### Drive-strength map

Drawn at 3 px/um.
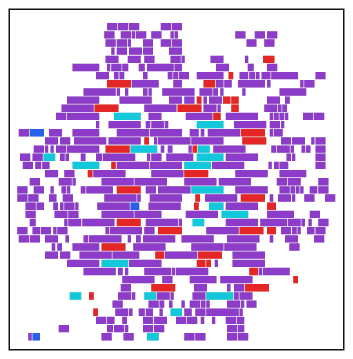
### M3 wires

Drawn at 4 px/um.
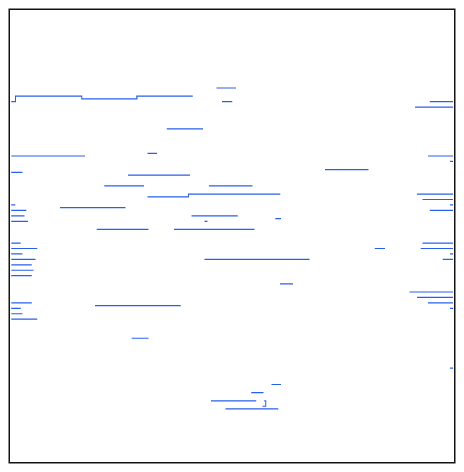
[config.mk]
export PLATFORM = sky130hd
export DESIGN_NAME = status_unit_flat
export DESIGN_NICKNAME = d
export VERILOG_FILES = /design/src/rtl/status_pkg.sv /design/src/rtl/status_if.sv /design/src/rtl/status_stack.sv /design/src/rtl/status_unit.sv /design/src/flat_wrapper.sv
export SDC_FILE = /design/constraint.sdc
export NUM_CORES = 1
export LEC_CHECK = 0
export CAP_MARGIN = 30
export CORE_AREA = 2 2 109 111
export CTS_CLUSTER_DIAMETER = 80
export CTS_CLUSTER_SIZE = 16
export DETAILED_ROUTE_END_ITERATION = 10
export DIE_AREA = 0 0 111 113
export GPL_TIMING_DRIVEN = 0
export HOLD_SLACK_MARGIN = 0.12
export PLACE_DENSITY = 0.69
export SKIP_CTS_REPAIR_TIMING = 1
export SLEW_MARGIN = 40
export SYNTH_ARGS = -nofsm -noshare
export SYNTH_HDL_FRONTEND = slang
export SYNTH_SLANG_ARGS = --single-unit
[constraint.sdc]
create_clock -name clk -period 4.6 [get_ports clk]
set_input_delay 0.69 -clock clk [delete_from_list [all_inputs] [get_ports clk]]
set_output_delay 0.69 -clock clk [all_outputs]
set_load 0.02 [all_outputs]
[src/rtl/status_pkg.sv]
// -----------------------------------------------------------------------------
// status_pkg
// Shared definitions for the CPU status unit: flag bit positions, the
// software-write opcode encoding, the trap FSM state encoding and the default
// sticky/trap masks.
// -----------------------------------------------------------------------------
package status_pkg;

   // Architectural flag bit positions; bits 13 and up are general-purpose.
   localparam int FLAG_Z    = 0;
   localparam int FLAG_N    = 1;
   localparam int FLAG_O    = 2;
   localparam int FLAG_U    = 3;
   localparam int FLAG_FW   = 4;
   localparam int FLAG_HWL  = 5;
   localparam int FLAG_HWH  = 6;
   localparam int FLAG_DZ   = 7;
   localparam int FLAG_HWM  = 8;
   localparam int FLAG_SR   = 9;
   localparam int FLAG_MV   = 10;
   localparam int FLAG_MC   = 11;
   localparam int FLAG_TRAP = 12;

   localparam int FLAG_MIN_W = 13;

   // O, U, DZ, MV, MC are sticky against ALU updates.
   localparam logic [15:0] DEF_STICKY_MASK = 16'h0C8C;
   // DZ, MV, MC raise a trap.
   localparam logic [15:0] DEF_TRAP_MASK   = 16'h0C80;

   // LSTAT/XSTAT software write operations.
   typedef enum logic [1:0] {
      SW_LOAD  = 2'd0,
      SW_XOR   = 2'd1,
      SW_SET   = 2'd2,
      SW_CLEAR = 2'd3
   } sw_op_e;

   typedef enum logic [1:0] {
      TRAP_IDLE   = 2'd0,
      TRAP_REQ    = 2'd1,
      TRAP_ACTIVE = 2'd2
   } trap_state_e;

endpackage

[src/rtl/status_if.sv]
// -----------------------------------------------------------------------------
// status_if
// Bus between the ALU/memory units, the control sequencer and the status unit.
//   master : drives the update strobes, stack requests and trap_ack
//   slave  : the status unit; drives flags, trap_req and stack status
// Signals:
//   alu_we/alu_flags   per-bit ALU update enable and values
//   sw_we/sw_op/sw_data software load/xor/set/clear write
//   push/pop           save/restore stack requests
//   trap_ack           sequencer accepts a pending trap
//   flags              registered flag word
//   trap_req           trap pending
//   stk_full/stk_empty stack occupancy
//   stk_err            sticky stack overflow/underflow/conflict error
// -----------------------------------------------------------------------------
interface status_if #(
   parameter int FLAG_W = 16
);
   import status_pkg::*;

   logic [FLAG_W-1:0] alu_we;
   logic [FLAG_W-1:0] alu_flags;
   logic              sw_we;
   sw_op_e            sw_op;
   logic [FLAG_W-1:0] sw_data;
   logic              push;
   logic              pop;
   logic              trap_ack;
   logic [FLAG_W-1:0] flags;
   logic              trap_req;
   logic              stk_full;
   logic              stk_empty;
   logic              stk_err;

   modport master (
      output alu_we, alu_flags, sw_we, sw_op, sw_data, push, pop, trap_ack,
      input  flags, trap_req, stk_full, stk_empty, stk_err
   );

   modport slave (
      input  alu_we, alu_flags, sw_we, sw_op, sw_data, push, pop, trap_ack,
      output flags, trap_req, stk_full, stk_empty, stk_err
   );

endinterface

[src/rtl/status_stack.sv]
// -----------------------------------------------------------------------------
// status_stack
// LIFO of DEPTH words used to save/restore the flag word across calls and
// traps. A simultaneous push and pop performs only the pop.
// Ports:
//   clk, reset   clock, asynchronous active-low reset
//   i_push       write i_data on top (ignored when full or when popping)
//   i_pop        remove top entry (ignored when empty)
//   i_data       word to push
//   o_top        current top entry (valid when not empty)
//   o_full       pointer == DEPTH
//   o_empty      pointer == 0
//   o_overflow   single-cycle pulse: push refused because full
//   o_underflow  single-cycle pulse: pop refused because empty
// -----------------------------------------------------------------------------
module status_stack #(
   parameter int W     = 16,
   parameter int DEPTH = 4
) (
   input  logic         clk,
   input  logic         reset,
   input  logic         i_push,
   input  logic         i_pop,
   input  logic [W-1:0] i_data,
   output logic [W-1:0] o_top,
   output logic         o_full,
   output logic         o_empty,
   output logic         o_overflow,
   output logic         o_underflow
);

   localparam int PTR_W = $clog2(DEPTH + 1);
   localparam int IDX_W = (DEPTH > 1) ? $clog2(DEPTH) : 1;

   logic [W-1:0]     r_mem [DEPTH];
   logic [PTR_W-1:0] r_ptr;
   logic [IDX_W-1:0] w_wr_idx;
   logic [IDX_W-1:0] w_top_idx;
   logic             w_do_push;
   logic             w_do_pop;

   assign o_full    = (r_ptr == PTR_W'(DEPTH));
   assign o_empty   = (r_ptr == '0);

   assign w_do_pop  = i_pop && !o_empty;
   assign w_do_push = i_push && !i_pop && !o_full;

   assign o_overflow  = i_push && !i_pop && o_full;
   assign o_underflow = i_pop && o_empty;

   assign w_wr_idx  = IDX_W'(r_ptr);
   assign w_top_idx = IDX_W'(r_ptr - 1'b1);
   assign o_top     = r_mem[w_top_idx];

   // NOTE: the storage array has no reset; only the pointer defines validity,
   // so resetting every entry would add logic without changing behaviour.
   always_ff @(posedge clk) begin
      if (w_do_push) begin
         r_mem[w_wr_idx] <= i_data;
      end
   end

   // NOTE: sequential state uses non-blocking assignments so every register
   // samples pre-edge values regardless of block ordering.
   always_ff @(posedge clk or negedge reset) begin
      if (!reset) begin
         r_ptr <= '0;
      end else if (w_do_pop) begin
         r_ptr <= r_ptr - 1'b1;
      end else if (w_do_push) begin
         r_ptr <= r_ptr + 1'b1;
      end
   end

endmodule

[src/rtl/status_unit.sv]
// -----------------------------------------------------------------------------
// status_unit
// Architectural CPU status register. Holds the flag word and updates it from
// (highest priority first): stack restore on pop, trap entry, software
// LSTAT/XSTAT write, masked ALU update. Sticky bits can only be set by the ALU.
// Current flags can be saved on a LIFO for nested calls and traps.
//
// Optional feature macro: STATUS_TRAP_EN
//   defined   : trap FSM (IDLE/REQ/ACTIVE) with trap_req/trap_ack handshake
//   undefined : no FSM, trap_req tied 0, trap_ack ignored, TRAP bit is
//               writable by software only (ALU writes to it are masked)
//
// Ports:
//   clk    clock
//   reset  asynchronous, active-low
//   bus    status_if.slave (ALU/software/stack inputs, flags and status out)
// Parameters:
//   FLAG_W (>=13), STACK_DEPTH (>=1), STICKY_MASK, TRAP_MASK
// -----------------------------------------------------------------------------
module status_unit
   import status_pkg::*;
#(
   parameter int                FLAG_W      = 16,
   parameter int                STACK_DEPTH = 4,
   parameter logic [FLAG_W-1:0] STICKY_MASK = FLAG_W'(DEF_STICKY_MASK),
   parameter logic [FLAG_W-1:0] TRAP_MASK   = FLAG_W'(DEF_TRAP_MASK)
) (
   input  logic     clk,
   input  logic     reset,
   status_if.slave  bus
);

   localparam logic [FLAG_W-1:0] TRAP_BIT = FLAG_W'(1) << FLAG_TRAP;

`ifdef STATUS_TRAP_EN
   localparam logic [FLAG_W-1:0] ALU_WR_MASK = '1;
`else
   localparam logic [FLAG_W-1:0] ALU_WR_MASK = ~TRAP_BIT;
`endif

   logic [FLAG_W-1:0] r_flags;
   logic [FLAG_W-1:0] w_flags_nxt;
   logic [FLAG_W-1:0] w_sw_val;
   logic [FLAG_W-1:0] w_alu_we;
   logic [FLAG_W-1:0] w_alu_val;
   logic [FLAG_W-1:0] w_alu_nxt;
   logic [FLAG_W-1:0] w_stk_top;
   logic              w_stk_full;
   logic              w_stk_empty;
   logic              w_overflow;
   logic              w_underflow;
   logic              w_pop_ok;
   logic              w_trap_entry;
   logic              w_push_req;
   logic              r_stk_err;
   logic              r_trap_req;

   // A pop only restores when there is something to restore; a refused pop
   // leaves the lower-priority sources free to write.
   assign w_pop_ok   = bus.pop && !w_stk_empty;
   assign w_push_req = bus.push || w_trap_entry;

   status_stack #(
      .W     (FLAG_W),
      .DEPTH (STACK_DEPTH)
   ) u_stack (
      .clk         (clk),
      .reset       (reset),
      .i_push      (w_push_req),
      .i_pop       (bus.pop),
      .i_data      (r_flags),
      .o_top       (w_stk_top),
      .o_full      (w_stk_full),
      .o_empty     (w_stk_empty),
      .o_overflow  (w_overflow),
      .o_underflow (w_underflow)
   );

   // ---------------------------------------------------------------- software
   // NOTE: every combinational output gets a default first so no path through
   // the block can leave it unassigned and infer a latch.
   always_comb begin
      w_sw_val = r_flags;
      unique case (bus.sw_op)
         SW_LOAD:  w_sw_val = bus.sw_data;
         SW_XOR:   w_sw_val = r_flags ^ bus.sw_data;
         SW_SET:   w_sw_val = r_flags | bus.sw_data;
         SW_CLEAR: w_sw_val = r_flags & ~bus.sw_data;
      endcase
   end

   // --------------------------------------------------------------------- ALU
   // Sticky bits OR the new value in; the rest take it directly.
   assign w_alu_we  = bus.alu_we & ALU_WR_MASK;
   assign w_alu_val = (bus.alu_flags & ~STICKY_MASK)
                    | ((r_flags | bus.alu_flags) & STICKY_MASK);
   assign w_alu_nxt = (r_flags & ~w_alu_we) | (w_alu_val & w_alu_we);

   // ---------------------------------------------------------- word priority
   always_comb begin
      w_flags_nxt = w_alu_nxt;
      if (w_pop_ok) begin
         w_flags_nxt = w_stk_top;
      end else if (w_trap_entry) begin
         w_flags_nxt = r_flags | TRAP_BIT;
      end else if (bus.sw_we) begin
         w_flags_nxt = w_sw_val;
      end
   end

   always_ff @(posedge clk or negedge reset) begin
      if (!reset) begin
         r_flags <= '0;
      end else begin
         r_flags <= w_flags_nxt;
      end
   end

   // A same-cycle push and pop is a conflict: pop wins, push is dropped.
   always_ff @(posedge clk or negedge reset) begin
      if (!reset) begin
         r_stk_err <= 1'b0;
      end else if (w_overflow || w_underflow || (bus.push && bus.pop)) begin
         r_stk_err <= 1'b1;
      end
   end

   // ---------------------------------------------------------------- trap FSM
`ifdef STATUS_TRAP_EN
   trap_state_e r_state;
   logic        w_cond_cur;
   logic        w_cond_nxt;

   // A trap condition exists only while TRAP itself is clear; a set TRAP bit
   // defers any new condition until software clears it or the trap returns.
   assign w_cond_cur = (|(r_flags & TRAP_MASK)) && !r_flags[FLAG_TRAP];
   assign w_cond_nxt = (|(w_flags_nxt & TRAP_MASK)) && !w_flags_nxt[FLAG_TRAP];

   assign w_trap_entry = (r_state == TRAP_REQ) && bus.trap_ack && !w_pop_ok;

   always_ff @(posedge clk or negedge reset) begin
      if (!reset) begin
         r_state    <= TRAP_IDLE;
         r_trap_req <= 1'b0;
      end else begin
         unique case (r_state)
            TRAP_IDLE: begin
               if (w_cond_cur) begin
                  r_state    <= TRAP_REQ;
                  r_trap_req <= 1'b1;
               end
            end
            TRAP_REQ: begin
               if (w_pop_ok) begin
                  // Judge the request against the word being restored so a
                  // stale request is never presented for acknowledge.
                  r_state    <= w_cond_nxt ? TRAP_REQ : TRAP_IDLE;
                  r_trap_req <= w_cond_nxt;
               end else if (bus.trap_ack) begin
                  r_state    <= TRAP_ACTIVE;
                  r_trap_req <= 1'b0;
               end
            end
            TRAP_ACTIVE: begin
               if (w_pop_ok) begin
                  r_state    <= TRAP_IDLE;
                  r_trap_req <= 1'b0;
               end else if (w_cond_cur) begin
                  // Software cleared TRAP inside a handler: allow nesting.
                  r_state    <= TRAP_REQ;
                  r_trap_req <= 1'b1;
               end
            end
            default: begin
               r_state    <= TRAP_IDLE;
               r_trap_req <= 1'b0;
            end
         endcase
      end
   end
`else
   logic w_unused_trap;

   assign w_trap_entry  = 1'b0;
   assign w_unused_trap = bus.trap_ack ^ (|TRAP_MASK);

   always_ff @(posedge clk or negedge reset) begin
      if (!reset) begin
         r_trap_req <= 1'b0;
      end else begin
         r_trap_req <= 1'b0;
      end
   end
`endif

   // ----------------------------------------------------------------- outputs
   assign bus.flags     = r_flags;
   assign bus.trap_req  = r_trap_req;
   assign bus.stk_full  = w_stk_full;
   assign bus.stk_empty = w_stk_empty;
   assign bus.stk_err   = r_stk_err;

endmodule

[src/flat_wrapper.sv]
// flat-port wrapper written by rule: the top's interface ports become plain ports
module status_unit_flat import status_pkg::*;
#(
   parameter int                FLAG_W      = 16,
   parameter int                STACK_DEPTH = 4,
   parameter logic [FLAG_W-1:0] STICKY_MASK = FLAG_W'(DEF_STICKY_MASK),
   parameter logic [FLAG_W-1:0] TRAP_MASK   = FLAG_W'(DEF_TRAP_MASK)
)
  (clk, reset, bus_alu_we, bus_alu_flags, bus_sw_we, bus_sw_op, bus_sw_data, bus_push, bus_pop, bus_trap_ack, bus_flags, bus_trap_req, bus_stk_full, bus_stk_empty, bus_stk_err);
  status_if #(.FLAG_W(FLAG_W)) bus_i ();
  input  logic clk;
  input  logic reset;
  input wire logic [$bits(bus_i.alu_we)-1:0] bus_alu_we;
  input wire logic [$bits(bus_i.alu_flags)-1:0] bus_alu_flags;
  input wire logic [$bits(bus_i.sw_we)-1:0] bus_sw_we;
  input wire logic [$bits(bus_i.sw_op)-1:0] bus_sw_op;
  input wire logic [$bits(bus_i.sw_data)-1:0] bus_sw_data;
  input wire logic [$bits(bus_i.push)-1:0] bus_push;
  input wire logic [$bits(bus_i.pop)-1:0] bus_pop;
  input wire logic [$bits(bus_i.trap_ack)-1:0] bus_trap_ack;
  output wire logic [$bits(bus_i.flags)-1:0] bus_flags;
  output wire logic [$bits(bus_i.trap_req)-1:0] bus_trap_req;
  output wire logic [$bits(bus_i.stk_full)-1:0] bus_stk_full;
  output wire logic [$bits(bus_i.stk_empty)-1:0] bus_stk_empty;
  output wire logic [$bits(bus_i.stk_err)-1:0] bus_stk_err;
  assign bus_i.alu_we = bus_alu_we;
  assign bus_i.alu_flags = bus_alu_flags;
  assign bus_i.sw_we = bus_sw_we;
  assign bus_i.sw_op = bus_sw_op;
  assign bus_i.sw_data = bus_sw_data;
  assign bus_i.push = bus_push;
  assign bus_i.pop = bus_pop;
  assign bus_i.trap_ack = bus_trap_ack;
  assign bus_flags = bus_i.flags;
  assign bus_trap_req = bus_i.trap_req;
  assign bus_stk_full = bus_i.stk_full;
  assign bus_stk_empty = bus_i.stk_empty;
  assign bus_stk_err = bus_i.stk_err;
  status_unit #(.FLAG_W(FLAG_W), .STACK_DEPTH(STACK_DEPTH), .STICKY_MASK(STICKY_MASK), .TRAP_MASK(TRAP_MASK)) u_core (.clk(clk), .reset(reset), .bus(bus_i));
endmodule
==> results.toml <==
# synthesis and place-and-route metrics
[outcome]
status = "finished, final reports clean"

[grt]
globalRouteMet1Util_pct = 21.4
grt_remaining_overflow = 0
grt_antenna_before_repair = 0
globalRouteMet2Util_pct = 28.9
grt.total_usage_pct = 16.6
grt_max_degree = 21
grt_pass1_vias = 3016
first_pass_grt_wire_length_mm = 16.0
grt_most_used_layer = "met2"

[routing]
dr.max_layer_used = "met4"
drc = 0
detailroute.via_count = 2954
final_antenna_net_count = 0
drt_iter0_drc = 147
wire_per_inst_um = 17.8
met3_length_um = 459
routed-wl-met2_mm = 5.02
detail_route.wirelength.met1_mm = 4.41
dr.pass1.iters = 4
route.detailed.vias_per_inst = 5.25

[cells_and_area]
n_fill_cell = 974
nonClockInverterCount = 36
seq_area_share_pct = 43.0
design_area_um2 = 5630
layout.comb_gates.multi_input = 196
share_of_final_layout_standard_cells_stronger_than_drive_strength_1_pct = 14.3
top_area_cell_class = "flip-flops and latches"
storage_element_area_um2 = 2420
design.final.nets = 508
comb_area_share_pct = 31.5
area_growth_from_synthesis_to_final_layout_pct = 26.1
n_antenna_cell = 0
fin_util_pct = 50.0
signal_buffer_area_fraction_pct = 14.6
logic_area_um2 = 1780
finalNonFillerCells = 563
seq_cell_count = 84
clkCellAreaFrac_pct = 5.24
most_frequent_cells_in_the_layout = "68 x sky130_fd_sc_hd__clkdlybuf4s50_1, 64 x sky130_fd_sc_hd__edfxtp_1, 37 x sky130_fd_sc_hd__ha_1, 36 x sky130_fd_sc_hd__inv_1, 32 x sky130_fd_sc_hd__nand2_1"
num-nonclk-buffers = 88
lay_top_count = "sky130_fd_sc_hd__clkdlybuf4s50_1"
final.clkbuf_count = 12

[logic_synthesis]
synth_warnings = 0
netlist.top_cell.by_instances = "sky130_fd_sc_hd__edfxtp_1"
synthAdderAreaFrac_pct = 10.4
muxShareOfSynthArea_pct = 13.3
synth_compound_gate_area_share_pct = 10.3
top_cells_by_count = "64 x sky130_fd_sc_hd__edfxtp_1, 37 x sky130_fd_sc_hd__ha_1, 36 x sky130_fd_sc_hd__inv_1, 32 x sky130_fd_sc_hd__nand2_1, 21 x sky130_fd_sc_hd__mux2i_1"
flip_flop_and_latch_count_after_synthesis = 84
post_synth_xor_xnor_area_pct = 0.392
yosys_most_used_dff = "sky130_fd_sc_hd__edfxtp_1"
topCellsByArea = "sky130_fd_sc_hd__edfxtp_1 43%, sky130_fd_sc_hd__dfrtp_1 11%, sky130_fd_sc_hd__ha_1 10%"
ys_async_sr_fraction_pct = 23.8
largest_area_cell = "sky130_fd_sc_hd__edfxtp_1"
ys_types = 32
share_of_the_yosys_chip_area_belonging_to_registers_pct = 54.2
top_logic_kind = "multiplexers"
yosysCellCount = 335
syn-cell-area_um2 = 4470
synth_cells = 335
ys_chip_area_um2 = 4470
synth.net_count = 428
avgSynthCellArea_um2 = 13.3
yosys.area.top_type_share_pct = 43.0
simple_gate_share_of_the_synthesized_area_pct = 5.21

[setup_path]
worst_setup_path_startpoint = "u_core.u_stack.r_ptr[0]$_DFFE_PN0P_"
path_class = "flip-flop to output port"
path_buffers = 5
critical-path-max-stage-delay_ns = 0.59
crit_path_cell_trace = "buf_6 -> buf_6 -> inv_1 -> ha_1 -> nand2b_1 -> inv_1 -> clkdlybuf4s50_1"
reg2reg_depth = 8
critical_path.reg2reg.endpoint = "u_core.u_stack.r_mem[1][2]$_DFFE_PP_"
timing.critical_path.arrival_ns = 2.20
timing.critical_path.fanout_max = 10
slowest_stage = "sky130_fd_sc_hd__clkdlybuf4s50_1"
setup.worst_path.end_class = "output port"
worstSetupPathDepth = 7
crit_required_ns = 3.91
worstReg2RegStart = "u_core.u_stack.r_ptr[0]$_DFFE_PN0P_"
r2r_slack_ns = 2.05
cpLargestDelayFamily = "buffers and inverters"
worst_setup_path_endpoint = "bus_stk_empty"
cp-start-kind = "flip-flop"

[placed_design]
gpl.final_weighted_congestion = 0.730
dp.cells = 547
numPortBuffers = 69
placed_cell_area_um2 = 5340
hpwlAfterDp_mm = 6.80
placement.setup.worst_slack_ns = 2.01

[floorplanning]
ioPinCount = 76
die_h_um = 113
num_tap_cells = 143
chipArea_um2 = 12500
floorplan.initialDensity_pct = 39.6
die_x_um = 111
std_cell_rows = 39
placeableCoreArea_um2 = 11300

[power]
ir_drop_v = 0.000286
share_comb_of_total_power_pct = 37.9
switching_share_pct = 33.3
power.density_cell_area_nw_per_um2 = 561
clock_power_share_pct = 22.4
p_seq_w = 0.00125
static-leakage-power_nw = 2.28
power.share.sequential_pct = 39.7
dominant_power_group = "registers"
net_sw_power_w = 0.00105
pwr.group.combinational_w = 0.00120
total_power_w = 0.00316
clk-power_w = 0.000709
internal_power_w = 0.00211

[timing]
max-slew-margin-rel_pct = 53.1
report.final.slew_viol_count = 0
hold_viol = 0
final.min_clock_period_ns = 2.89
fin_setup_tns_ns = 0
post-route-worst-setup-slack_ns = 1.71
hold_slack_ns = 0.350
final-setup-viol-count = 0
finalClockSkew_ns = 0.00993
fmax_mhz = 346
worst_pin_slew_ns = 0.703
unrepaired_setup_endpoints_after_global_routing = "no"
min_period_over_period_pct = 62.9

[cts]
clock_tree.root_cell = "sky130_fd_sc_hd__clkbuf_16"
worst_skew_pair.late_latency_ns = 0.34
clk_path_buf_depth = 2
cts_h_tree_depth = 3
cts_made_buffers = 9
cts_tree = "yes"
clock-sinks = 84
cts.clk_slew.worst_paths_ns = 0.06

[job]
number_of_warning_messages_in_the_logs = 49
maxCapViolCount = 0

[min_path]
hold_class = "primary input to async pin"
## Picture notes: 'Drive-strength map'
drive 3 to 4: drawn in blue, cells 3, share 0.71%. drive 1 or less: drawn in purple, cells 360, share 86%. drive 2: drawn in red, cells 39, share 9.3%. drive 6 and up: drawn in cyan, cells 18, share 4.3%.

## Picture notes: 'M3 wires'
50 nets have wire on it. The layer carries 459 um of wire. The layer holds 4.6% of the routed length.
global routing usage on met3: 3.05%
final wirelength: 10.0 mm

Power figures rest on the tool's default switching activity, not on a simulated workload.
